### src/rtl/uart_rx_fifo_if.sv
// Receive-side stream between the UART receiver FIFO (master) and its consumer (slave).
// The master presents a first-word-fall-through entry. The slave pops it with m_ready.
interface uart_rx_fifo_if;
    logic [7:0] m_data;
    logic       m_parity_err;
    logic       m_framing_err;
    logic       m_break;
    logic       m_valid;
    logic       m_ready;

    modport master (
        output m_data, m_parity_err, m_framing_err, m_break, m_valid,
        input  m_ready
    );

    modport slave (
        input  m_data, m_parity_err, m_framing_err, m_break, m_valid,
        output m_ready
    );
endinterface

### src/rtl/uart_rx_fifo.sv
// Oversampling UART receiver with 3-sample majority voting, feeding a FWFT FIFO.
// Everything runs on clk; the divisor only produces a tick enable.
module uart_rx_fifo #(
    parameter int DIV_WIDTH  = 16,
    parameter int OVERSAMPLE = 16,
    parameter int FIFO_DEPTH = 16
) (
    input  logic                        clk,
    input  logic                        rst,
    input  logic                        rx,
    input  logic [1:0]                  dataBits,
    input  logic                        hasParity,
    input  logic [1:0]                  parityMode,
    input  logic                        extraStopBit,
    input  logic [DIV_WIDTH-1:0]        clockDivisor,
    uart_rx_fifo_if.master              m_if,
    output logic [$clog2(FIFO_DEPTH):0] fifo_level,
    output logic                        overflow,
    input  logic                        clear_overflow
);
    localparam int BW = $clog2(OVERSAMPLE);
    localparam int PW = $clog2(FIFO_DEPTH);
    localparam logic [BW-1:0] SAMP_A   = BW'(OVERSAMPLE/2 - 1);
    localparam logic [BW-1:0] SAMP_B   = BW'(OVERSAMPLE/2);
    localparam logic [BW-1:0] SAMP_C   = BW'(OVERSAMPLE/2 + 1);
    localparam logic [BW-1:0] BIT_LAST = BW'(OVERSAMPLE - 1);

    typedef enum logic [2:0] {IDLE, START, DATA, PARITY, STOP1, STOP2, PUSH, BRKWAIT} state_t;

    state_t               state_q, state_d;
    logic                 rx_meta_q, rx_s_q;
    logic [1:0]           dbits_q, dbits_d;
    logic                 has_par_q, has_par_d;
    logic [1:0]           par_mode_q, par_mode_d;
    logic                 two_stop_q, two_stop_d;
    logic [DIV_WIDTH-1:0] div_q, div_d;
    logic [DIV_WIDTH-1:0] tick_cnt_q, tick_cnt_d;
    logic [BW-1:0]        bit_cnt_q, bit_cnt_d;
    logic [1:0]           samp_q, samp_d;
    logic [2:0]           bit_idx_q, bit_idx_d;
    logic [7:0]           data_q, data_d;
    logic                 par_bit_q, par_bit_d;
    logic                 perr_q, perr_d;
    logic                 ferr_q, ferr_d;
    logic                 brk_q, brk_d;
    logic                 tick, decide, maj, ones, push;

    assign tick = (state_q != IDLE) && (tick_cnt_q == div_q);
    assign maj  = (samp_q[0] & samp_q[1]) | (samp_q[0] & rx_s_q) | (samp_q[1] & rx_s_q);
    assign ones = (^data_q) ^ maj;

    always_comb begin
        state_d    = state_q;
        dbits_d    = dbits_q;
        has_par_d  = has_par_q;
        par_mode_d = par_mode_q;
        two_stop_d = two_stop_q;
        div_d      = div_q;
        tick_cnt_d = tick_cnt_q;
        bit_cnt_d  = bit_cnt_q;
        samp_d     = samp_q;
        bit_idx_d  = bit_idx_q;
        data_d     = data_q;
        par_bit_d  = par_bit_q;
        perr_d     = perr_q;
        ferr_d     = ferr_q;
        brk_d      = brk_q;
        push       = 1'b0;
        decide     = 1'b0;

        if (tick) begin
            tick_cnt_d = '0;
            bit_cnt_d  = (bit_cnt_q == BIT_LAST) ? '0 : bit_cnt_q + 1'b1;
            if (bit_cnt_q == SAMP_A) samp_d[0] = rx_s_q;
            if (bit_cnt_q == SAMP_B) samp_d[1] = rx_s_q;
            if (bit_cnt_q == SAMP_C) decide = 1'b1;
        end else if (state_q != IDLE) begin
            tick_cnt_d = tick_cnt_q + 1'b1;
        end

        case (state_q)
            IDLE: begin
                tick_cnt_d = '0;
                bit_cnt_d  = '0;
                if (!rx_s_q) begin
                    state_d    = START;
                    dbits_d    = dataBits;
                    has_par_d  = hasParity;
                    par_mode_d = parityMode;
                    two_stop_d = extraStopBit;
                    div_d      = clockDivisor;
                    bit_idx_d  = '0;
                    data_d     = '0;
                    par_bit_d  = 1'b0;
                    perr_d     = 1'b0;
                    ferr_d     = 1'b0;
                    brk_d      = 1'b0;
                end
            end
            START: if (decide) state_d = maj ? IDLE : DATA;
            DATA: begin
                if (decide) begin
                    data_d[bit_idx_q] = maj;
                    bit_idx_d = bit_idx_q + 1'b1;
                    // Last data index is dataBits+4, i.e. {1, dataBits}
                    if (bit_idx_q == {1'b1, dbits_q}) state_d = has_par_q ? PARITY : STOP1;
                end
            end
            PARITY: begin
                if (decide) begin
                    par_bit_d = maj;
                    case (par_mode_q)
                        2'b00:   perr_d = maj;
                        2'b11:   perr_d = ~maj;
                        2'b10:   perr_d = ones;
                        default: perr_d = ~ones;
                    endcase
                    state_d = STOP1;
                end
            end
            STOP1: begin
                if (decide) begin
                    if (maj) begin
                        state_d = two_stop_q ? STOP2 : PUSH;
                    end else if (data_q == 8'd0 && !par_bit_q) begin
                        brk_d   = 1'b1;
                        perr_d  = 1'b0;
                        state_d = PUSH;
                    end else begin
                        ferr_d  = 1'b1;
                        state_d = PUSH;
                    end
                end
            end
            STOP2: begin
                if (decide) begin
                    ferr_d  = ~maj;
                    state_d = PUSH;
                end
            end
            PUSH: begin
                push    = 1'b1;
                state_d = brk_q ? BRKWAIT : IDLE;
            end
            BRKWAIT: if (rx_s_q) state_d = IDLE;
            default: state_d = IDLE;
        endcase
    end

    always_ff @(posedge clk) begin
        if (rst) begin
            rx_meta_q  <= 1'b1;
            rx_s_q     <= 1'b1;
            state_q    <= IDLE;
            dbits_q    <= '0;
            has_par_q  <= 1'b0;
            par_mode_q <= '0;
            two_stop_q <= 1'b0;
            div_q      <= '0;
            tick_cnt_q <= '0;
            bit_cnt_q  <= '0;
            samp_q     <= '0;
            bit_idx_q  <= '0;
            data_q     <= '0;
            par_bit_q  <= 1'b0;
            perr_q     <= 1'b0;
            ferr_q     <= 1'b0;
            brk_q      <= 1'b0;
        end else begin
            rx_meta_q  <= rx;
            rx_s_q     <= rx_meta_q;
            state_q    <= state_d;
            dbits_q    <= dbits_d;
            has_par_q  <= has_par_d;
            par_mode_q <= par_mode_d;
            two_stop_q <= two_stop_d;
            div_q      <= div_d;
            tick_cnt_q <= tick_cnt_d;
            bit_cnt_q  <= bit_cnt_d;
            samp_q     <= samp_d;
            bit_idx_q  <= bit_idx_d;
            data_q     <= data_d;
            par_bit_q  <= par_bit_d;
            perr_q     <= perr_d;
            ferr_q     <= ferr_d;
            brk_q      <= brk_d;
        end
    end

    logic [10:0]   mem [FIFO_DEPTH];
    logic [10:0]   wr_data, rd_data_q;
    logic [PW-1:0] wr_ptr_q, rd_ptr_q, rd_ptr_d;
    logic [PW:0]   count_q, count_d;
    logic          full, pop, wr_en;

    assign full    = (count_q == (PW+1)'(FIFO_DEPTH));
    assign pop     = m_if.m_ready && (count_q != '0);
    assign wr_en   = push && (!full || pop);
    assign wr_data = {brk_q, ferr_q, perr_q, data_q};

    always_comb begin
        rd_ptr_d = pop ? rd_ptr_q + 1'b1 : rd_ptr_q;
        count_d  = count_q;
        if (wr_en && !pop)      count_d = count_q + 1'b1;
        else if (!wr_en && pop) count_d = count_q - 1'b1;
    end

    always_ff @(posedge clk) begin
        if (wr_en) mem[wr_ptr_q] <= wr_data;
    end

    // Head register reads one entry ahead; bypass when the word being written becomes the head.
    always_ff @(posedge clk) begin
        if (rst) begin
            wr_ptr_q  <= '0;
            rd_ptr_q  <= '0;
            count_q   <= '0;
            rd_data_q <= '0;
            overflow  <= 1'b0;
        end else begin
            if (wr_en) wr_ptr_q <= wr_ptr_q + 1'b1;
            rd_ptr_q  <= rd_ptr_d;
            count_q   <= count_d;
            rd_data_q <= (wr_en && wr_ptr_q == rd_ptr_d) ? wr_data : mem[rd_ptr_d];
            if (push && full && !pop) overflow <= 1'b1;
            else if (clear_overflow)  overflow <= 1'b0;
        end
    end

    assign m_if.m_data        = rd_data_q[7:0];
    assign m_if.m_parity_err  = rd_data_q[8];
    assign m_if.m_framing_err = rd_data_q[9];
    assign m_if.m_break       = rd_data_q[10];
    assign m_if.m_valid       = (count_q != '0);
    assign fifo_level         = count_q;
endmodule
### src/flat_wrapper.sv
// flat-port wrapper written by rule: the top's interface ports become plain ports
module uart_rx_fifo_flat 
#(
    parameter int DIV_WIDTH  = 16,
    parameter int OVERSAMPLE = 16,
    parameter int FIFO_DEPTH = 16
)
  (clk, rst, rx, dataBits, hasParity, parityMode, extraStopBit, clockDivisor, fifo_level, overflow, clear_overflow, m_if_m_data, m_if_m_parity_err, m_if_m_framing_err, m_if_m_break, m_if_m_valid, m_if_m_ready);
  uart_rx_fifo_if m_if_i ();
  input  logic clk;
  input  logic rst;
  input  logic rx;
  input  logic [1:0] dataBits;
  input  logic hasParity;
  input  logic [1:0] parityMode;
  input  logic extraStopBit;
  input  logic [DIV_WIDTH-1:0] clockDivisor;
  output logic [$clog2(FIFO_DEPTH):0] fifo_level;
  output logic overflow;
  input  logic clear_overflow;
  output wire logic [$bits(m_if_i.m_data)-1:0] m_if_m_data;
  output wire logic [$bits(m_if_i.m_parity_err)-1:0] m_if_m_parity_err;
  output wire logic [$bits(m_if_i.m_framing_err)-1:0] m_if_m_framing_err;
  output wire logic [$bits(m_if_i.m_break)-1:0] m_if_m_break;
  output wire logic [$bits(m_if_i.m_valid)-1:0] m_if_m_valid;
  input wire logic [$bits(m_if_i.m_ready)-1:0] m_if_m_ready;
  assign m_if_m_data = m_if_i.m_data;
  assign m_if_m_parity_err = m_if_i.m_parity_err;
  assign m_if_m_framing_err = m_if_i.m_framing_err;
  assign m_if_m_break = m_if_i.m_break;
  assign m_if_m_valid = m_if_i.m_valid;
  assign m_if_i.m_ready = m_if_m_ready;
  uart_rx_fifo #(.DIV_WIDTH(DIV_WIDTH), .OVERSAMPLE(OVERSAMPLE), .FIFO_DEPTH(FIFO_DEPTH)) u_core (.clk(clk), .rst(rst), .rx(rx), .dataBits(dataBits), .hasParity(hasParity), .parityMode(parityMode), .extraStopBit(extraStopBit), .clockDivisor(clockDivisor), .m_if(m_if_i), .fifo_level(fifo_level), .overflow(overflow), .clear_overflow(clear_overflow));
endmodule
### config.mk
export PLATFORM = sky130hd
export DESIGN_NAME = uart_rx_fifo_flat
export DESIGN_NICKNAME = d
export VERILOG_FILES = /design/src/rtl/uart_rx_fifo_if.sv /design/src/rtl/uart_rx_fifo.sv /design/src/flat_wrapper.sv
export SDC_FILE = /design/constraint.sdc
export NUM_CORES = 1
export LEC_CHECK = 0
export CORE_ASPECT_RATIO = 0.8
export CORE_MARGIN = 2
export CORE_UTILIZATION = 45
export DETAILED_ROUTE_END_ITERATION = 6
export SYNTH_ARGS = -nofsm -noshare
export SYNTH_HDL_FRONTEND = slang
export SYNTH_SLANG_ARGS = --single-unit
### constraint.sdc
create_clock -name clk -period 6.9 [get_ports clk]
set_clock_uncertainty 0.1 [all_clocks]
set_input_delay 0.69 -clock clk [delete_from_list [all_inputs] [get_ports clk]]
set_output_delay 0.69 -clock clk [all_outputs]
set_load 0.01 [all_outputs]
Fig. 1: run 1, sequential cells coloured by netlist name
Other sequential cells in the stronger grey, the rest of the logic in the fainter grey.
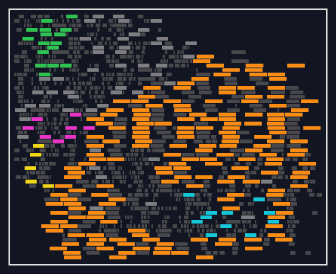
colour	netlist name	placed flops
cyan	u_core.rd_data_q	11
yellow	u_core.fifo_level	5
orange	u_core.mem	176
magenta	u_core.data_q	8
green	u_core.div_q	16
Register Area: 0.007074 sq mm
fraction of area in registers: 48.78%

Fig. 2: run 1, supply network
Pins as bars on the die edge.
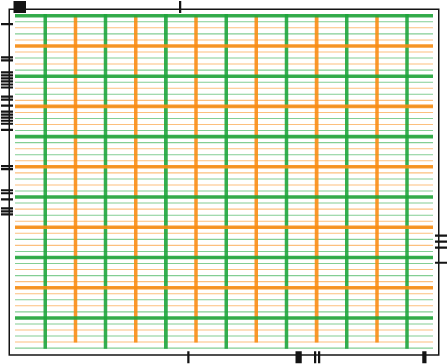
colour	net
orange	VDD
green	VSS
rows	55
met5 straps	11
met1 rails	56
Die Span Y: 154.9 microns
area of the core region: 0.02815 sq mm
IR drop worst, VDD: 0.0002137 V
horizontal die size: 192.6 microns

Fig. 3: run 1, clock routing
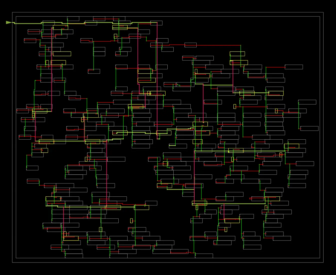
Clock group: 1470 uW
total CTS buffers: 28
clkbuf count: 34
Clock Latency Late Sink: 0.54 ns
sequential cell count of the final layout: 265

Fig. 4: run 1, a small window of the routed layout
Window x 23 to 73, y 91 to 141 microns. Cells in grey, sequential cells in the stronger grey; small squares are vias.
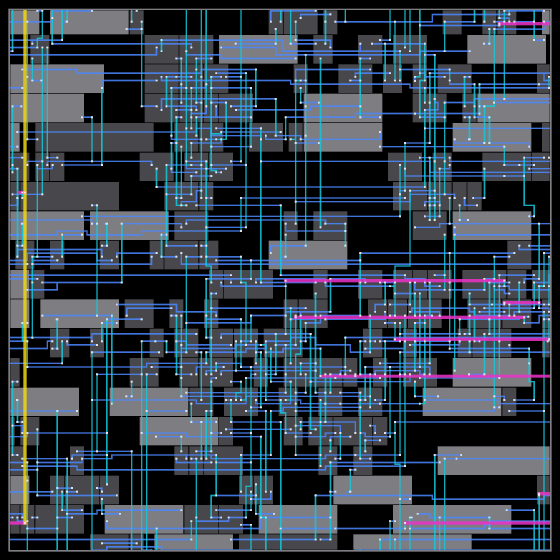
colour	layer
magenta	metal 3
blue	metal 1
yellow	metal 4
cyan	metal 2
cells with their middle in the window	161
most frequent	dfxtp_1 (23), nand2_1 (22), nor2_1 (18)
sequential cells in the window	26
netlist names of flops here include	u_core.tick_cnt_q (8), u_core.div_q (5), u_core.mem (3)

==> results.txt, run 1 <==
Implementation numbers.

- The run finished with clean final reports.
- For reference, the critical path is captured by u_core.rd_data_q[5].
- The placed wire-length estimate is around 20 mm.
- In this run, the synthesized area fraction spent on xor and xnor cells is recorded as under 10%.
- In the synthesized netlist the async set-or-reset flop fraction comes to 0%.
- Compared with the post-synthesis result, the final layout area differs by 13.23%.
- The type of the worst setup path is reg -> reg.
- Note that the worst hold path type here is reg -> reg.
- The final cell count without fillers is ~1.4k.
- The setup slack at placement is 2.764 ns.
- The largest individual stage delay along the critical path comes from the cell sky130_fd_sc_hd__dfxtp_4.
- After its last routability iteration, the placer logged a weighted congestion of about 0.86.
- The placed instance area is approximately 0.014 sq mm.
- The synthesized netlist was found by Yosys to have just under 1k cells.
- After technology mapping, the gate count stands at between 900 and 1k.
- The logic gate fraction of the total cell area is a little under two fifths.
- The cell depth of the worst setup path is 7.
- The post-route report lists met1 wire length as 14.88 mm.
- The count of cells resized by post-cts repair is 0.
- The worst register-to-register path has a setup slack of about 2.9 ns.
- For this design the ratio of total power to cell area is roughly 330 mW/mm^2.
- Setup repair after global routing left no endpoint under its margin.
- The report puts the hold buffer count at CTS at 0.
- The critical register-to-register path startpoint is u_core.rd_ptr_q[1].
- The CTS sink count is roughly 270.
- The data arrival time at the worst-slack endpoint is between 4 and 5 ns.
- The final layout contains routed wiring with a total length of 30.70 mm.
- The post-detailed-route count of antenna-violating nets is 0.
- CTS built an H-tree with a depth of 1.
- The headroom to the max-slew limit is ~28%.
- Synthesis instantiated 60 different standard cells from the library.
- Entering global routing, the biggest net connects ~64 pins.
- In the final layout, the registers with the most flip-flops are u_core.mem: 176 flops, u_core.div_q: 16 flops, u_core.tick_cnt_q: 16 flops.
- The script computed the net switching share of total power as between 30% and 40%.
- The inverter count of the layout excluding clock inverters is 18.
- The total placed cells including tap cells is between 1k and 1.5k.
- During tapcell insertion the tool placed 370 well taps.
- Per report_power, the clock group accounts for between 30% and 40% of the total.
- The largest power group is sequential cells.
- The routed length per placed instance is 21.88 microns.
- The floorplan utilization is roughly 46%.
- The final number of hold-violating endpoints is 0.
- Before antenna repair, the detailed router went through 5 iterations.
- At the pin with the least slew margin, the transition time is roughly 1.1 ns.
- The worst setup path is launched from a register.
- The cell internal power dissipation is ~3300 uW.
- After floorplanning, the die was sized to cover roughly 0.030 sq mm.
- Summing all multiplexer cells gives an area fraction of between 15 and 20%.
- The number of violations reported at the end of detailed-routing iteration 0 is ~800.
- The top cell type in the final layout, fill and taps aside, is sky130_fd_sc_hd__edfxtp_1.
- The post-route utilization of the core is recorded as about half.
- The relative contribution of sequential cells to total power is between 30% and 40%.
- The startpoint of the worst hold path is u_core.rx_meta_q.
- For this run the aggregate overflow at the end of global routing stands at 0.
- The tightest hold margin is approximately 0.31 ns.
- The detailed router reports a met2 wire length of between 10 and 15 mm.
- The number of port buffers is ~44.
- Looking at the critical path, the highest net fanout was about 59.
- Counting the fill cells in the layout gives between 2k and 2.5k.
- The switching power is between 1000 and 1500 uW.
- The average instance in the mapped netlist occupies between 10 and 15 sq um.
- The final number of setup-violating endpoints is 0.
- The registers of the reported paths see a clock transition of ~0.06 ns.
- The global routing report lists met3 layer usage as under 10%.
- In this run, the synthesized area fraction spent on adder and majority cells is recorded as approximately 2.0%.
- The chip area estimate from yosys synthesis is 0.01281 sq mm.
- The yosys synthesis warning count is 0.
- In this run the deepest clock path goes through 3 buffers.
- Counting plain and timing-repair buffers in the layout gives ~63.
- Hold analysis lists the worst path endpoint as u_core.rx_s_q.
- Walking the worst path, the cells encountered are ha_2 > nor2b_1 > or3_1 > a21oi_1 > o21ai_0 > a32oi_1 > a211oi_1.
- The post-route fraction of the period consumed by the critical path is 58.48%.
- The total length of routed met3 wires is between 2 and 2.5 mm.
- The top register by number of flip-flops is u_core.mem.
- Setup total negative slack on the finished layout was measured at 0 ns.
- The number of logic gates is between 600 and 700.
- The combinational power reported by the tool is ~1400 uW.
[run 1: cell usage after synthesis (2+ instances only)]
cell and instances:
sky130_fd_sc_hd__buf_1 9, sky130_fd_sc_hd__a32oi_1 10, sky130_fd_sc_hd__buf_2 13, sky130_fd_sc_hd__nand4_1 10
sky130_fd_sc_hd__nor2b_1 5, sky130_fd_sc_hd__o31ai_1 3, sky130_fd_sc_hd__or2_2 5, sky130_fd_sc_hd__nand3_1 9
sky130_fd_sc_hd__xor2_1 31, sky130_fd_sc_hd__nand4b_1 4, sky130_fd_sc_hd__mux2_2 21, sky130_fd_sc_hd__nor4_1 8
sky130_fd_sc_hd__or4_1 3, sky130_fd_sc_hd__o32a_1 10, sky130_fd_sc_hd__and4_1 6, sky130_fd_sc_hd__o21ai_0 29
sky130_fd_sc_hd__nor2_1 89, sky130_fd_sc_hd__dfxtp_1 89, sky130_fd_sc_hd__a211oi_1 20, sky130_fd_sc_hd__nand2b_1 7
sky130_fd_sc_hd__clkbuf_1 45, sky130_fd_sc_hd__a21o_1 4, sky130_fd_sc_hd__ha_1 18, sky130_fd_sc_hd__mux4_2 78
sky130_fd_sc_hd__a21oi_1 65, sky130_fd_sc_hd__xnor2_1 20, sky130_fd_sc_hd__nor3_1 22, sky130_fd_sc_hd__and3_1 5
sky130_fd_sc_hd__inv_1 18, sky130_fd_sc_hd__o211ai_1 3, sky130_fd_sc_hd__edfxtp_1 176, sky130_fd_sc_hd__xnor2_2 2
sky130_fd_sc_hd__or3_1 7, sky130_fd_sc_hd__o21a_1 2, sky130_fd_sc_hd__a31oi_1 3, sky130_fd_sc_hd__mux2i_1 34
sky130_fd_sc_hd__nand2_1 81
--- run 2 (diff from run 1) ---
- clock period: 6.9 -> 3.5 ns (I/O delays scaled with it)
Fig. 5: run 2, supply network
Pins as bars on the die edge.
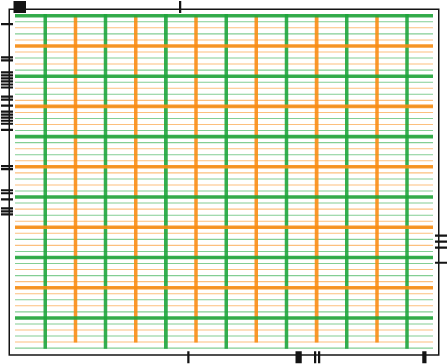
colour	net
orange	VDD
green	VSS
met1 rails	56
met4 straps	13
met5 straps	11
rows	55
signal pins	45
IR drop worst, VDD: 0.0007220 V

==> run 2 against run 1 <==
Sequential share of layout area decreased by 0.94 points. Setup slack got worse by 2.6 ns. Power grew 98%. Clock power increased by 100%. Global-route usage up 0.29 points. Core utilization up 1.0 points. Non-clock buffer count is 34 higher. Area after synthesis is the same. First-iteration DRC count decreased by 6.9%. Routed wire length grew 1.9%. Via count increased by 2.6%. Flip-flop count is the same. Highest routed layer unchanged.
==> results.txt, run 2 <==
Implementation numbers.

- The number of clock buffer instances in the layout is 35 (was 34).
- The total of plain and repair buffers excluding clock buffers was 97 (was 63).
- The placer congestion estimate was 0.7975 (was 0.8556).
- The maximum fanout along the worst path is 6 (was 59).
- The mapped cell area came to 0.01281 sq mm (unchanged).
- The die extent in y came to 154.9 microns (unchanged).
- Outcome: completed (unchanged).
- The headroom to the max-slew limit is 22.35% (was 27.93%).
- The total power per unit cell area came to 637.5 mW/mm^2 (was 328.4 mW/mm^2).
- The placed wire-length estimate came to 20.74 mm (was 19.83 mm).
- The H-tree depth reported by CTS is 1 (unchanged).
- The synthesized netlist net count came to 1033 (unchanged).
- The most frequent logic cell in the layout is sky130_fd_sc_hd__edfxtp_1 (unchanged).
- The tightest hold margin came to 0.2492 ns (was 0.3122 ns).
- The number of violations reported at the end of detailed-routing iteration 0 is 747 (was 802).
- The area fraction in mux cells is 18.42% (unchanged).
- The clock transition at the registers of the reported paths came to 0.06 ns (about the same).
- The synthesis-to-finish area growth came to 15.46% (was 13.23%).
- The routed length per placed instance is 21.78 microns (was 21.88 microns).
- The top register by number of flip-flops was u_core.mem (unchanged).
- The per-instance average area after synthesis is 12.98 sq um (unchanged).
- Largest registers: u_core.mem: 176 flops, u_core.div_q: 16 flops, u_core.tick_cnt_q: 16 flops (unchanged).
- The sequential cell count was 265 (unchanged).
- The parity-gate share of the synthesized area counting xor and xnor cells is 3.741% (unchanged).
- The number of buffers on the longest clock path was 3 (unchanged).
- The share of flip-flops with an asynchronous set or reset is 0% (unchanged).
- The count of cells resized by post-cts repair came to 0 (unchanged).
- The number of logic gates is 635 (unchanged).
- The class of the tightest hold or removal check is in -> reg (was reg -> reg).
- The maximum number of pins on one net before global-route repair is 112 (was 64).
- The setup fix buffers added after clock tree synthesis is 0 (unchanged).
- The register fraction of the total cell area is 47.83% (was 48.78%).
- The CTS sink count was 265 (unchanged).
- The critical register-to-register path startpoint is u_core.fifo_level[2] (was u_core.rd_ptr_q[1]).
- The dominant kind of combinational cell is multiplexers (unchanged).
- The most used standard cell by instance count after synthesis is sky130_fd_sc_hd__edfxtp_1 (unchanged).
- The startpoint of the worst hold path is clockDivisor[8] (was u_core.rx_meta_q).
- The number of tapcells came to 370 (unchanged).
- The final net count is 1091 (was 1057).
- The cell count listed in synth_stat.txt was 987 (unchanged).
- The setup slack at placement is 0.2985 ns (was 2.764 ns).
- The area of all sequential standard cells came to 0.007074 sq mm (unchanged).
- The final-layout fill cell count is 2359 (was 2397).
- Top cells by count: 176 x sky130_fd_sc_hd__edfxtp_1, 89 x sky130_fd_sc_hd__dfxtp_1, 89 x sky130_fd_sc_hd__nor2_1 (unchanged).
- The combinational cell area excluding buffers and inverters was 0.005420 sq mm (was 0.005423 sq mm).
- The data arrival time at the worst-slack endpoint was 3.62 ns (was 4.37 ns).
- The type of the worst setup path was reg -> reg (unchanged).
- The yosys synthesis warning count was 0 (unchanged).
- The post-detailed-route count of antenna-violating nets came to 0 (unchanged).
- The final number of setup-violating endpoints is 0 (unchanged).
- The number of port buffers is 44 (unchanged).
- The core area was 0.02815 sq mm (unchanged).
- The placed instance area is 0.01388 sq mm (was 0.01361 sq mm).
- Highest-count cells in the layout ignoring fill and taps: 176 x sky130_fd_sc_hd__edfxtp_1, 89 x sky130_fd_sc_hd__nor2_1, 87 x sky130_fd_sc_hd__dfxtp_1, 81 x sky130_fd_sc_hd__nand2_1, 78 x sky130_fd_sc_hd__mux4_2 (was 176 x sky130_fd_sc_hd__edfxtp_1, 88 x sky130_fd_sc_hd__nor2_1, 87 x sky130_fd_sc_hd__dfxtp_1, 81 x sky130_fd_sc_hd__nand2_1, 78 x sky130_fd_sc_hd__mux4_2).
- The total wire length is 31.28 mm (was 30.70 mm).
- The width of the die is 192.6 microns (unchanged).
- RSZ-0062 raised after global routing: false (unchanged).
- The floorplan utilization is 45.51% (unchanged).
- The logic gate fraction of the total cell area was 36.65% (was 37.39%).
- The area fraction in full adders, half adders and majority gates is 1.993% (unchanged).
- The final core area utilization was 52.55% (was 51.53%).
- The die area is 0.02984 sq mm (unchanged).
- The number of distinct standard cells referenced by the synthesized netlist is 60 (unchanged).
- The aggregate global routing overflow is 0 (unchanged).
- The highest-delay cell along the critical path is sky130_fd_sc_hd__or4_1 (was sky130_fd_sc_hd__dfxtp_4).
- The final number of hold-violating endpoints was 0 (unchanged).
- The worst-skew pair later-pin latency came to 0.54 ns (about the same).
- The type of origin of the critical path is a register (unchanged).
- The total iterations of the first detailed-routing run is 5 (unchanged).
- List of cells traversed by the critical path: or4_1 > nor3b_1 > nor3_1 > ha_1 > inv_1 > ha_1 > a21o_1 > a21oi_1 > xnor2_1 > or3_1 > a21oi_1 (was ha_2 > nor2b_1 > or3_1 > a21oi_1 > o21ai_0 > a32oi_1 > a211oi_1).
- The final total negative setup slack came to 0 ns (unchanged).
- The CTS buffer count was 28 (unchanged).
- The inverter count of the layout excluding clock inverters came to 18 (unchanged).
- The CTS root buffer is sky130_fd_sc_hd__clkbuf_16 (unchanged).
- The pin slew with the least headroom to its limit was 1.161 ns (was 1.075 ns).
[run 2: cell types whose count changed in the layout (fill, tap and decap cells not counted)]
cell / delta
sky130_fd_sc_hd__clkinv_2: +4
sky130_fd_sc_hd__buf_4: +32
sky130_fd_sc_hd__clkinvlp_4: +1
sky130_fd_sc_hd__clkbuf_16: +1
sky130_fd_sc_hd__clkinv_1: -4
sky130_fd_sc_hd__inv_6: +1
sky130_fd_sc_hd__inv_8: -1
sky130_fd_sc_hd__nor2_1: +1
sky130_fd_sc_hd__clkinv_8: -1
sky130_fd_sc_hd__buf_12: +2
sky130_fd_sc_hd__clkinvlp_2: -2
sky130_fd_sc_hd__nor2_2: -1
[run 2: stage by stage]
stage          cells  power [uW]
2_1_floorplan    987        5712
3_3_place_gp    1385        6493
3_5_place_dp    1385        6538
4_1_cts         1436        9496
5_1_grt         1436        9865
6_report        1436        9429
[run 2: power breakdown]
group	switching (uW)	internal [uW]	total [uW]
Sequential	95.2	3420	3510
Combinational	1550	1420	2970
Clock	1220	1730	2950
Total	2860	6570	9430
[run 2: worst paths after layout]
check | end | cells after the start | slack [ns]
setup / recovery | u_core.fifo_level[4] | 11 | 0.24
hold / removal | u_core.div_q[8] | 3 | 0.25
setup reg to reg | u_core.fifo_level[4] | 11 | 0.24
hold reg to reg | u_core.rx_s_q | 1 | 0.32
[run 2: routing by layer]
layer  global-route usage, %  vias up  wire (microns)
met5                       0        -               0
met4                   4.253        0             574
met3                   3.722       43            1956
met2                   31.15      278           13360
met1                   33.77     4259           15380
li1                        -     3894               -
[run 2: critical path, delay by kind of cell (launching register included)]
kind            cells  cell delay (ns)
buf+inv             1             0.14
flops               1             0.35
xor+xnor            1             0.09
fa+ha+maj           2             0.53
simple gates        4             1.47
compound gates      3             0.51
No activity file was given, so power comes from the tool's default toggle rates.
